==> src/rtl/qam_sym_mapper.sv <==
// M-QAM symbol mapper: byte stream -> gearbox -> Gray-coded I/Q levels on a valid/ready stream.
// Optional symbol counter port sym_cnt enabled by defining QAM_SYM_CNT_EN.
module qam_sym_mapper #(
  parameter int DIN_W   = 8,
  parameter int MAX_BPS = 6,
  parameter int OUT_W   = 8
) (
  input  logic                    axi_clk,
  input  logic                    axi_rstn,
  input  logic [1:0]              mode,
  input  logic                    din_valid,
  input  logic [DIN_W-1:0]        din,
  input  logic                    din_last,
  output logic                    din_ready,
  output logic                    dout_valid,
  output logic signed [OUT_W-1:0] dout_i,
  output logic signed [OUT_W-1:0] dout_q,
  output logic                    dout_last,
`ifdef QAM_SYM_CNT_EN
  output logic [15:0]             sym_cnt,
`endif
  input  logic                    dout_ready
);

  localparam int BUF_W = DIN_W + MAX_BPS - 1;
  localparam int CW    = $clog2(BUF_W + 1);

  typedef enum logic [1:0] {IDLE, RUN, FLUSH} state_t;

  state_t             state_q, state_d;
  logic [BUF_W-1:0]   sbuf_q, sbuf_d;
  logic [CW-1:0]      cnt_q, cnt_d;
  logic [2:0]         bps_q;
  logic               ready_en_q;

  logic [CW-1:0]      bps_c, pop_amt, cnt_rem;
  logic               have_full, residue, out_free, pop, load, pop_last;
  logic [MAX_BPS-1:0] top;
  logic [2:0]         g_i, g_q;
  logic [1:0]         k;

  // Gray -> binary per axis, then 2b-(2^k-1); modular arithmetic yields the sign extension.
  function automatic logic [OUT_W-1:0] level(input logic [2:0] g, input logic [1:0] kk);
    logic [2:0] b;
    b[2] = g[2];
    b[1] = g[1] ^ b[2];
    b[0] = g[0] ^ b[1];
    return OUT_W'({b, 1'b0}) - OUT_W'((4'd1 << kk) - 4'd1);
  endfunction

  always_comb begin
    bps_c     = CW'(bps_q);
    have_full = (cnt_q != '0) && (cnt_q >= bps_c);
    residue   = (state_q == FLUSH) && (cnt_q != '0);
    out_free  = !dout_valid || dout_ready;
    pop       = out_free && (have_full || residue);
    pop_amt   = have_full ? bps_c : cnt_q;
    cnt_rem   = pop ? cnt_q - pop_amt : cnt_q;
    din_ready = ready_en_q && (state_q != FLUSH) && (cnt_rem <= CW'(BUF_W - DIN_W));
    load      = din_valid && din_ready;
    pop_last  = pop && (state_q == FLUSH) && (cnt_rem == '0);
    // New beat lands directly below the bits that survive this cycle's pop.
    sbuf_d    = (pop ? sbuf_q << pop_amt : sbuf_q)
              | (load ? ({din, {(BUF_W-DIN_W){1'b0}}} >> cnt_rem) : '0);
    cnt_d     = load ? cnt_rem + CW'(DIN_W) : cnt_rem;
  end

  always_comb begin
    top = sbuf_q[BUF_W-1 -: MAX_BPS];
    k   = bps_q[2:1];
    case (bps_q)
      3'd2: begin
        g_i = {2'b00, top[MAX_BPS-1]};
        g_q = {2'b00, top[MAX_BPS-2]};
      end
      3'd6: begin
        g_i = top[MAX_BPS-1 -: 3];
        g_q = top[MAX_BPS-4 -: 3];
      end
      default: begin
        g_i = {1'b0, top[MAX_BPS-1 -: 2]};
        g_q = {1'b0, top[MAX_BPS-3 -: 2]};
      end
    endcase
  end

  always_comb begin
    state_d = state_q;
    case (state_q)
      IDLE:    if (load) state_d = din_last ? FLUSH : RUN;
      RUN:     if (load && din_last) state_d = FLUSH;
      FLUSH:   if (dout_valid && dout_ready && dout_last) state_d = IDLE;
      default: state_d = IDLE;
    endcase
  end

  always_ff @(posedge axi_clk or negedge axi_rstn) begin
    if (!axi_rstn) begin
      state_q    <= IDLE;
      sbuf_q     <= '0;
      cnt_q      <= '0;
      bps_q      <= 3'd4;
      ready_en_q <= 1'b0;
    end else begin
      state_q    <= state_d;
      sbuf_q     <= sbuf_d;
      cnt_q      <= cnt_d;
      ready_en_q <= 1'b1;
      if (state_q == IDLE && load) begin
        case (mode)
          2'd0:    bps_q <= 3'd2;
          2'd2:    bps_q <= 3'd6;
          default: bps_q <= 3'd4;
        endcase
      end
    end
  end

  always_ff @(posedge axi_clk or negedge axi_rstn) begin
    if (!axi_rstn) begin
      dout_valid <= 1'b0;
      dout_i     <= '0;
      dout_q     <= '0;
      dout_last  <= 1'b0;
    end else if (pop) begin
      dout_valid <= 1'b1;
      dout_i     <= level(g_i, k);
      dout_q     <= level(g_q, k);
      dout_last  <= pop_last;
    end else if (dout_ready) begin
      dout_valid <= 1'b0;
    end
  end

`ifdef QAM_SYM_CNT_EN
  always_ff @(posedge axi_clk or negedge axi_rstn) begin
    if (!axi_rstn) begin
      sym_cnt <= '0;
    end else if (dout_valid && dout_ready) begin
      if (dout_last)             sym_cnt <= '0;
      else if (sym_cnt != '1)    sym_cnt <= sym_cnt + 16'd1;
    end
  end
`endif

endmodule

==> config.mk <==
export PLATFORM = sky130hd
export DESIGN_NAME = qam_sym_mapper
export DESIGN_NICKNAME = d
export VERILOG_FILES = /design/src/rtl/qam_sym_mapper.sv
export SDC_FILE = /design/constraint.sdc
export NUM_CORES = 1
export LEC_CHECK = 0
export CORE_MARGIN = 2
export CORE_UTILIZATION = 55
export DETAILED_ROUTE_END_ITERATION = 8
export HOLD_SLACK_MARGIN = 0.1
export PLACE_DENSITY = 0.78
export SYNTH_ARGS = -nofsm -noshare
export SYNTH_HDL_FRONTEND = slang
export SYNTH_SLANG_ARGS = --single-unit
==> constraint.sdc <==
create_clock -name axi_clk -period 12.7 [get_ports axi_clk]
set_clock_uncertainty 0.2 [all_clocks]
set_input_delay 1.905 -clock axi_clk [delete_from_list [all_inputs] [get_ports axi_clk]]
set_output_delay 1.905 -clock axi_clk [all_outputs]
set_load 0.005 [all_outputs]
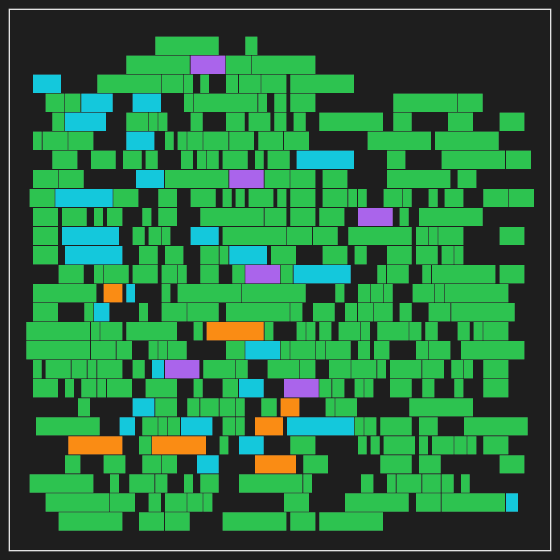
*Cell sizes after repair, run 1*
[purple] drive 6 and up | cells: 6
[green] drive 1 or less | cells: 298
[orange] drive 3 to 4 | cells: 7
[cyan] drive 2 | cells: 25
fin worst setup slack: 6170 ps
Layout area overhead: 14.4%
final instance area: 3370 sq um
nonclk buf count: 35

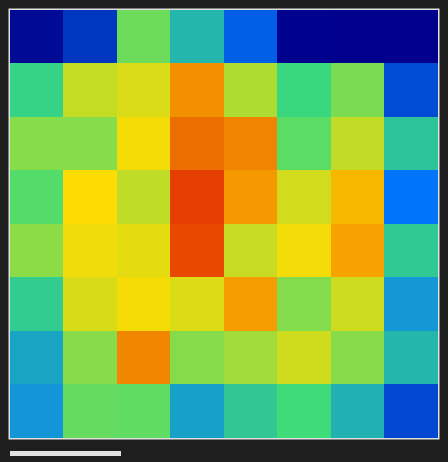
*Cell density map, run 1*
The bar under the picture is 20 microns long. The die is cut into 8 by 8 equal tiles; dark blue is low, red is high, 0 to 100% covered.
densest ninth of the die: centre
tiles over 75% full: 16%
nearly empty tiles: 4.7%
emptiest ninth of the die: upper right
CORE AREA: 5140 sq um
Pre-Place Util: 57.3%
post-layout util: 65.6%

==> flow_summary.ini, run 1 <==
; implementation run metrics
[final_timing]
slew_violations = 0
finalSetupViolCount = 0
hold_viol = 0
tns_ps = 0
slew_headroom_pct = 28.7
worstMarginPinSlew_ps = 1060
period_used_pct = 51.5
final.min_clock_period_ps = 6530

[setup_path]
required_ps = 10600
critPathMaxStageDelay_ps = 640
path_delay_family = adder cells
timing.rr.end = sbuf_q[4]$_DFF_PN0_
r2r_slack_ps = 7840
crit_path_max_fanout = 19
crit_start = bps_q[2]$_DFFE_PN1P_
timing.rr.start = bps_q[2]$_DFFE_PN1P_
crit_path_end = din_ready
cp-start-kind = flip-flop

[logic_synthesis]
yosysWarnings = 0
top_cells_by_count = 38 x dfrtp_1, 35 x mux2i_1, 35 x nand2_1
area_leaders = dfrtp_1 32%, mux2i_1 12%, nand2_1 4.5%
async_reset_ff_share_pct = 100
yosysTopAreaCell = dfrtp_1
ys_cells = 310
synth_seq_share_pct = 33.2
synth.logic.top_family = AND-OR/OR-AND gates
synthCells = 310
synth.net_count = 335
flop_cell = dfrtp_1
synth.avg_cell_area_sq_um = 9.51
mux_share_pct = 18.9
synth.cell_area_sq_um = 2950
most_common_cell = dfrtp_1
synth_chip_area_sq_um = 2950

[status]
status = complete, no violations

[floorplanning]
die_width_microns = 77.2
die_y_microns = 77.2

[cts]
cts_sinks = 39
clk_pin_slew_ps = 80
ctsResizeCount = 0

[grt]
grt_usage_pct = 22.8
grt_pass1_vias = 2355
grt_overflow = 0
antenna_found_initial = 0

[min_path]
hp-class = flip-flop to flip-flop

[drt]
final_antenna_net_count = 0

[final_layout]
stdcell_count = 406
drive_gt1_share_pct = 11.3
finalNetCount = 360
largest_registers = sbuf_q (13), dout_i (8), dout_q (7)
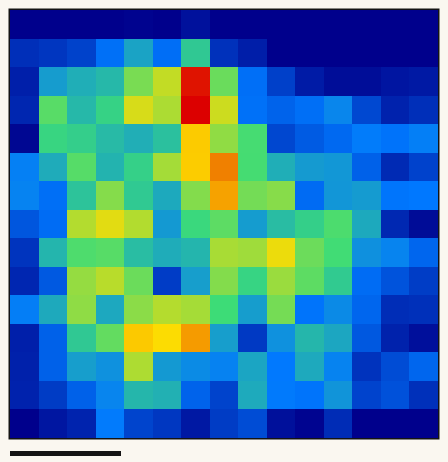
*Wiring heat map, run 1*
The bar under the picture is 20 microns long. The die is cut into 15 by 15 equal tiles; dark blue is low, red is high, scaled to the fullest tile. Values are wire area over tile area, all layers added.
mean over tiles: 0.17
tiles over half the peak: 23%
fullest tile: 0.56
densest ninth of the die: centre
emptiest ninth of the die: upper right
WL per Instance: 16.0 microns
DRT Wirelength: 6.48 mm

run 1: worst min-delay path by stage:
stage	slack (ps)	endpoint	cells past startpoint
finish	280	dout_q[5]$_DFFE_PN0N_	1
global route	310	dout_i[3]$_DFFE_PN0N_	2
CTS	280	dout_q[5]$_DFFE_PN0N_	1
detailed placement	270	dout_q[5]$_DFFE_PN0N_	1
global placement	260	dout_q[7]$_DFFE_PN0N_	1
floorplan	270	dout_i[6]$_DFFE_PN0N_	2
run 1: metal layers:
| layer | vias to the layer above | global-route usage (%) | routed length, microns |
|---|---|---|---|
| li1 | 1184 | - | - |
| met1 | 1165 | 30.4 | 3000 |
| met2 | 59 | 38.0 | 3110 |
| met3 | 8 | 3.65 | 275 |
| met4 | 0 | 6.96 | 93 |
| met5 | - | 0 | 0 |
run 1: final cells by class:
type | instances | area, sq um | share of cell area (%)
multi-input combinational | 241 | 1820 | 54.1
tap | 70 | 87.6 | 2.60
timing repair buffer | 35 | 340 | 10.1
sequential | 39 | 977 | 29.0
clock inverter | 1 | 5.00 | 0.149
clock buffer | 7 | 86.3 | 2.56
inverter | 13 | 48.8 | 1.45
run 1: metrics by stage:
step                cell area, sq um  setup WS, ps  util (%)  hold slack [ps]
floorplan                       2950          7320         -              267
global placement                3280          6640      63.8              261
detailed placement              3280          6560      63.8              266
CTS                             3370          6190      65.6              284
global route                    3370          5890      65.6              314
finish                          3370          6170      65.6              278
### Cell classes on the final placement, run 1

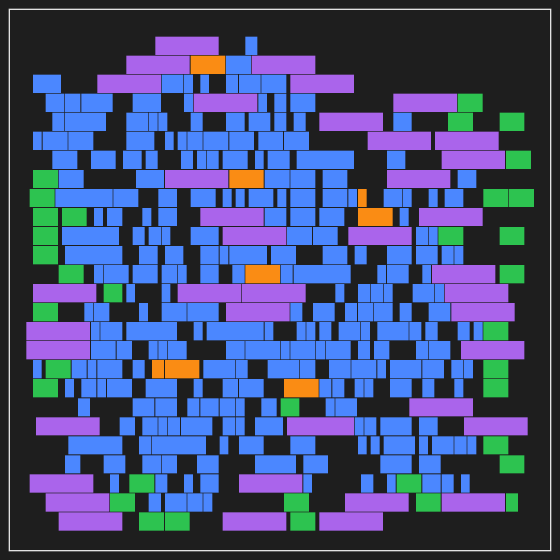

==> run 2: changes to the inputs <==
Clock period 12.7 ns to 6.38 ns, I/O delays scaled along.
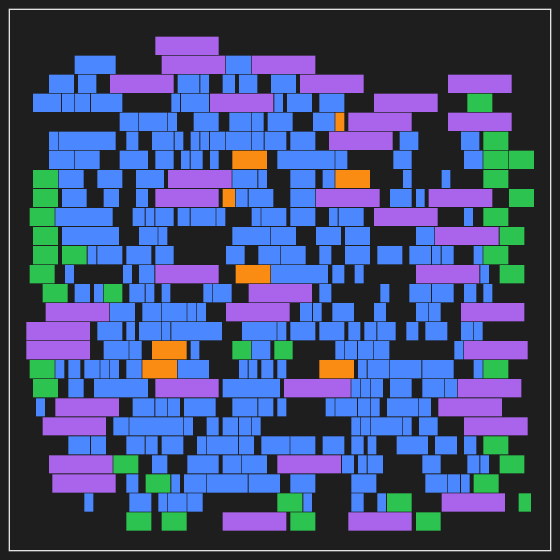
*Cell classes on the final placement, run 2*
[blue] all other logic | cells: 254 | share of their area: 57%
[purple] flip-flops | cells: 39 | share of their area: 30%
[green] other buffers and delay cells | cells: 36 | share of their area: 11%
[orange] clock drivers and dummy loads | cells: 8 | share of their area: 2.8%
Seq/total area: 28.9%
final instance area: 3380 sq um
cell row count: 26

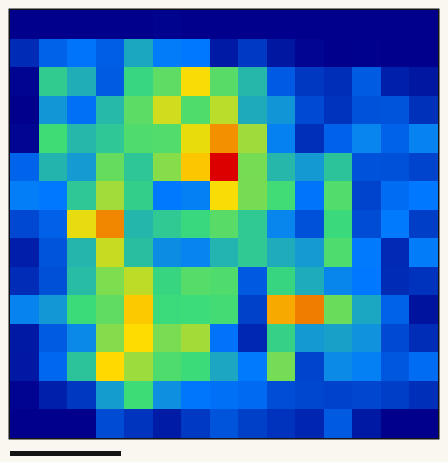
*Wiring heat map, run 2*
The bar under the picture is 20 microns long. The die is cut into 15 by 15 equal tiles; dark blue is low, red is high, scaled to the fullest tile. Values are wire area over tile area, all layers added.
emptiest ninth of the die: upper right
nearly empty tiles: 13%
tiles over half the peak: 21%
mean over tiles: 0.18
densest ninth of the die: centre
Global Route Usage Sum: 24.6%
WL per Instance: 16.6 microns
DR vias: 2,447

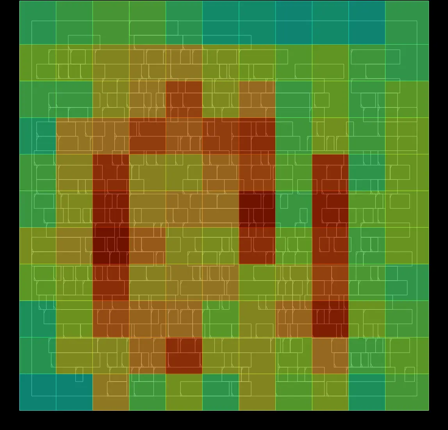
*Routing congestion, run 2*
post-layout util: 65.7%
grt met1 use: 32.0%
GRT met2 Usage: 41.5%
met3 Use GR: 3.76%

==> run 2 against run 1 <==
  * Sequential share of layout area down 0.064 points
  * Count of clock-buffer cells in the layout is the same
  * Via count increased by 1.3%
  * Global-route usage up 1.8 points
  * Non-clock buffer count is 1 higher
  * Flip-flop count stayed put
  * Die area stayed put
  * Cell count grew 0.25%
  * Utilization up 0.15 points
  * Worst setup slack lost 5100 ps
==> flow_summary.ini, run 2 <==
; implementation run metrics
[status]
status = complete, no violations

[logic_synthesis]
yosysTopAreaCell = dfrtp_1
synth_chip_area_sq_um = 2950
synth.cell_area_sq_um = 2950
async_reset_ff_share_pct = 100
area_leaders = dfrtp_1 32%, mux2i_1 12%, nand2_1 4.5%
synth_seq_share_pct = 33.2
synth.net_count = 335
synthCells = 310
yosysWarnings = 0
ys_cells = 310
flop_cell = dfrtp_1
synth.avg_cell_area_sq_um = 9.51

[floorplanning]
core_area_sq_um = 5140
fp_util_pct = 57.3
die_y_microns = 77.2
die_width_microns = 77.2

[final_timing]
finalSetupViolCount = 0
slew_violations = 0
period_used_pct = 83.7
final.min_clock_period_ps = 5340

[cts]
clk_pin_slew_ps = 80
ctsResizeCount = 0
cts_sinks = 39

[setup_path]
timing.rr.end = sbuf_q[4]$_DFF_PN0_
crit_path_max_fanout = 19
required_ps = 5220
critPathMaxStageDelay_ps = 640
r2r_slack_ps = 1760
cp-start-kind = flip-flop
timing.rr.start = bps_q[2]$_DFFE_PN1P_

[final_layout]
comb_area_sq_um = 1820
drive_gt1_share_pct = 11.6
finalNetCount = 361

[min_path]
whs_path_depth = 2
hold_end = dout_i[4]$_DFFE_PN0N_
hp-class = flip-flop to flip-flop

[grt]
top_usage_layer = met2
grt_pass1_vias = 2386
grt_overflow = 0
antenna_found_initial = 0

[drt]
highest-signal-layer = met4
wl_met2_mm = 3.41
final_antenna_net_count = 0
wl_met3_microns = 336

[place]
dpl_cell_area_sq_um = 3290
[run 2: kinds of logic (layout without fill, tap and decap cells)]
logic type,count (synthesis),after routing,share of synthesized area [%]
AND/OR/NAND/NOR,93,93,15.8
AND-OR/OR-AND,78,78,19.2
multiplexers,47,47,18.9
flip-flops,39,39,33.2
buffers and inverters,30,57,4.93
XOR/XNOR,11,11,3.27
adder cells (fa/ha/maj),10,10,4.50
other,2,2,0.255
[run 2: worst max-delay path by stage]
| stage | start | to | slack, ps |
|---|---|---|---|
| after CTS | bps_q[2]$_DFFE_PN1P_ | din_ready | 1040 |
| after floorplan | bps_q[2]$_DFFE_PN1P_ | din_ready | 1950 |
| after global routing | bps_q[2]$_DFFE_PN1P_ | din_ready | 750 |
| final | bps_q[2]$_DFFE_PN1P_ | din_ready | 1040 |
| after detailed placement | bps_q[2]$_DFFE_PN1P_ | din_ready | 1420 |
| after global placement | bps_q[2]$_DFFE_PN1P_ | din_ready | 1490 |
[run 2: cell type report]
class	instances	share of cell area, %
Multi-Input combinational cell	241	54.0
Inverter	13	1.44
Sequential cell	39	28.9
Timing Repair Buffer	36	10.3
Clock inverter	1	0.148
Clock buffer	7	2.56
Tap cell	70	2.59
[run 2: worst max-delay path: cells and delay by family, from the launching register on]
kind	cells	cell delay (ps)
multiplexers	2	450
adder cells (fa/ha/maj)	2	900
buffers and inverters	4	1060
flip-flops	1	640
AND/OR/NAND/NOR	4	830
### Cell density map, run 2

The bar under the picture is 20 microns long. The die is cut into 8 by 8 equal tiles; dark blue is low, red is high, 0 to 100% covered.
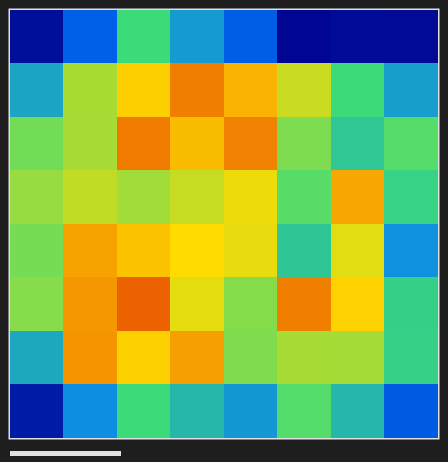

==> run 3: changes to the inputs <==
Settings changed: CORE_UTILIZATION 55 to 51, PLACE_DENSITY 0.78 to 0.77.
Clock period 6.38 ns to 4.4 ns, I/O delays scaled along.
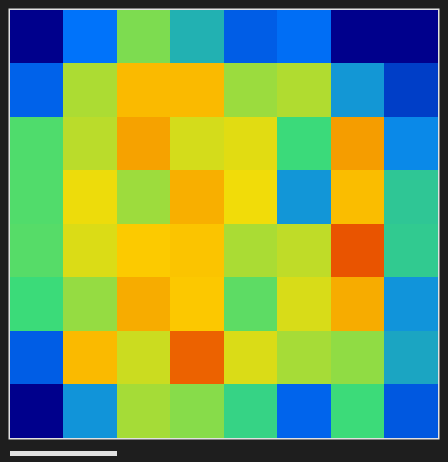
*Cell density map, run 3*
The bar under the picture is 20 microns long. The die is cut into 8 by 8 equal tiles; dark blue is low, red is high, 0 to 100% covered.
fullest tile: 91%
emptiest ninth of the die: upper right
mean over tiles: 53%
nearly empty tiles: 6.2%
tiles over 75% full: 22%
densest ninth of the die: centre
CORE AREA: 5540 sq um
post-layout util: 63.1%

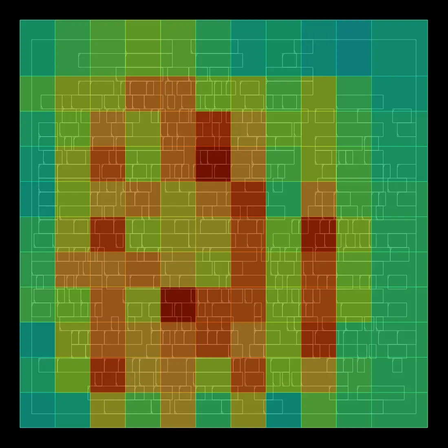
*Routing congestion, run 3*
WL per Instance: 16.1 microns
Global Route Usage Sum: 22.9%

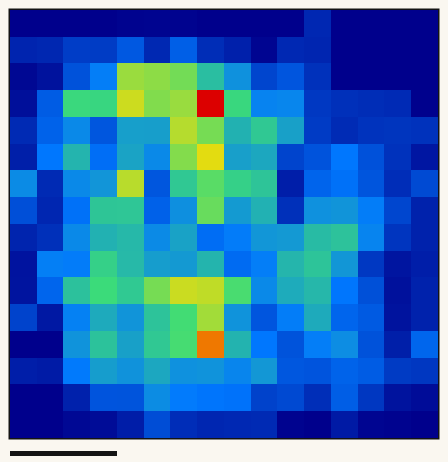
*Wiring heat map, run 3*
The bar under the picture is 20 microns long. The die is cut into 16 by 16 equal tiles; dark blue is low, red is high, scaled to the fullest tile. Values are wire area over tile area, all layers added.
densest ninth of the die: centre
mean over tiles: 0.17
emptiest ninth of the die: upper right
fullest tile: 0.74
DRT Wirelength: 6.75 mm
DR vias: 2,478

==> run 3 against run 2 <==
  * Design area up 3.6%
  * Non-clock buffer count increased by 11
==> flow_summary.ini, run 3 <==
; implementation run metrics
[logic_synthesis]
area_leaders = dfrtp_1 32%, mux2i_1 12%, nand2_1 4.5%
synth.avg_cell_area_sq_um = 9.51
synth.net_count = 335
most_common_cell = dfrtp_1
flop_cell = dfrtp_1
mux_share_pct = 18.9
synthCells = 310
synth.logic.top_family = AND-OR/OR-AND gates
adder_share_pct = 4.50
yosysTopAreaCell = dfrtp_1
ys_sh_simple_pct = 15.8
async_reset_ff_share_pct = 100
synth_seq_share_pct = 33.2
ys_cells = 310
synth.cell_area_sq_um = 2950
ys_sh_xor_pct = 3.27
compound_area_share_pct = 19.2
yosysWarnings = 0

[status]
status = complete, no violations

[final_layout]
area_growth_pct = 18.7
largest_registers = sbuf_q (13), dout_i (8), dout_q (7)
register_area_sq_um = 978
comb_area_sq_um = 1870
stdcell_area_sq_um = 3500
drive_gt1_share_pct = 16.1

[floorplanning]
io_pins = 34
die_y_microns = 80.0
die_width_microns = 80.0
fp_util_pct = 53.2
row_count = 27

[final_timing]
worstMarginPinSlew_ps = 987
hold_viol = 0
period_used_pct = 90.5
setup_ws_ps = 417
final.min_clock_period_ps = 3980
slew_headroom_pct = 33.7
holdWs_ps = 272
finalSetupViolCount = 0

[grt]
grt_overflow = 0
grt_pass1_vias = 2353
antenna_found_initial = 0

[cts]
cts_tree = built
clk_pin_slew_ps = 80
cts_sinks = 39

[setup_path]
required_ps = 3540
critPathMaxStageDelay_ps = 540
path_delay_family = simple AND/OR/NAND/NOR gates
path_buffers = 3
crit_path_max_fanout = 5

[place]
post-place-ws_ps = 273
dpl_cell_area_sq_um = 3340
run 3: per-layer routing:
metal	part of all wire, %	vias to the layer above	GRT usage, %
li1	-	1211	-
met1	45	1167	29.8
met2	47	85	37.6
met3	4.9	15	4.07
met4	2.9	0	9.32
met5	0	-	0
run 3: what timing repair did:
item	in CTS	in global routing
endpoints found under the setup margin	1	1
pin swaps	0	4
gates resized	3	7
buffers inserted	0	4
run 3: cell type report:
cell class,instances,share of cell area [%]
clock buffer,8,2.29
inverter,13,1.40
multi-input combinational,241,53.4
sequential,39,28.0
tap,72,2.58
timing repair buffer,47,12.4
run 3: path summary, 6_finish.rpt:
path / startpoint / slack, ps / end / cells past startpoint
min: axi_rstn / 270 / dout_i[0]$_DFFE_PN0N_ / 1
min in group axi_clk: dout_q[6]$_DFFE_PN0N_ / 270 / dout_q[6]$_DFFE_PN0N_ / 2
max reg2reg: bps_q[2]$_DFFE_PN1P_ / 540 / sbuf_q[4]$_DFF_PN0_ / 14
max: bps_q[2]$_DFFE_PN1P_ / 420 / din_ready / 11
min reg2reg: dout_q[6]$_DFFE_PN0N_ / 270 / dout_q[6]$_DFFE_PN0N_ / 2
max in group asynchronous: axi_rstn / 3140 / bps_q[1]$_DFFE_PN0P_ / 1
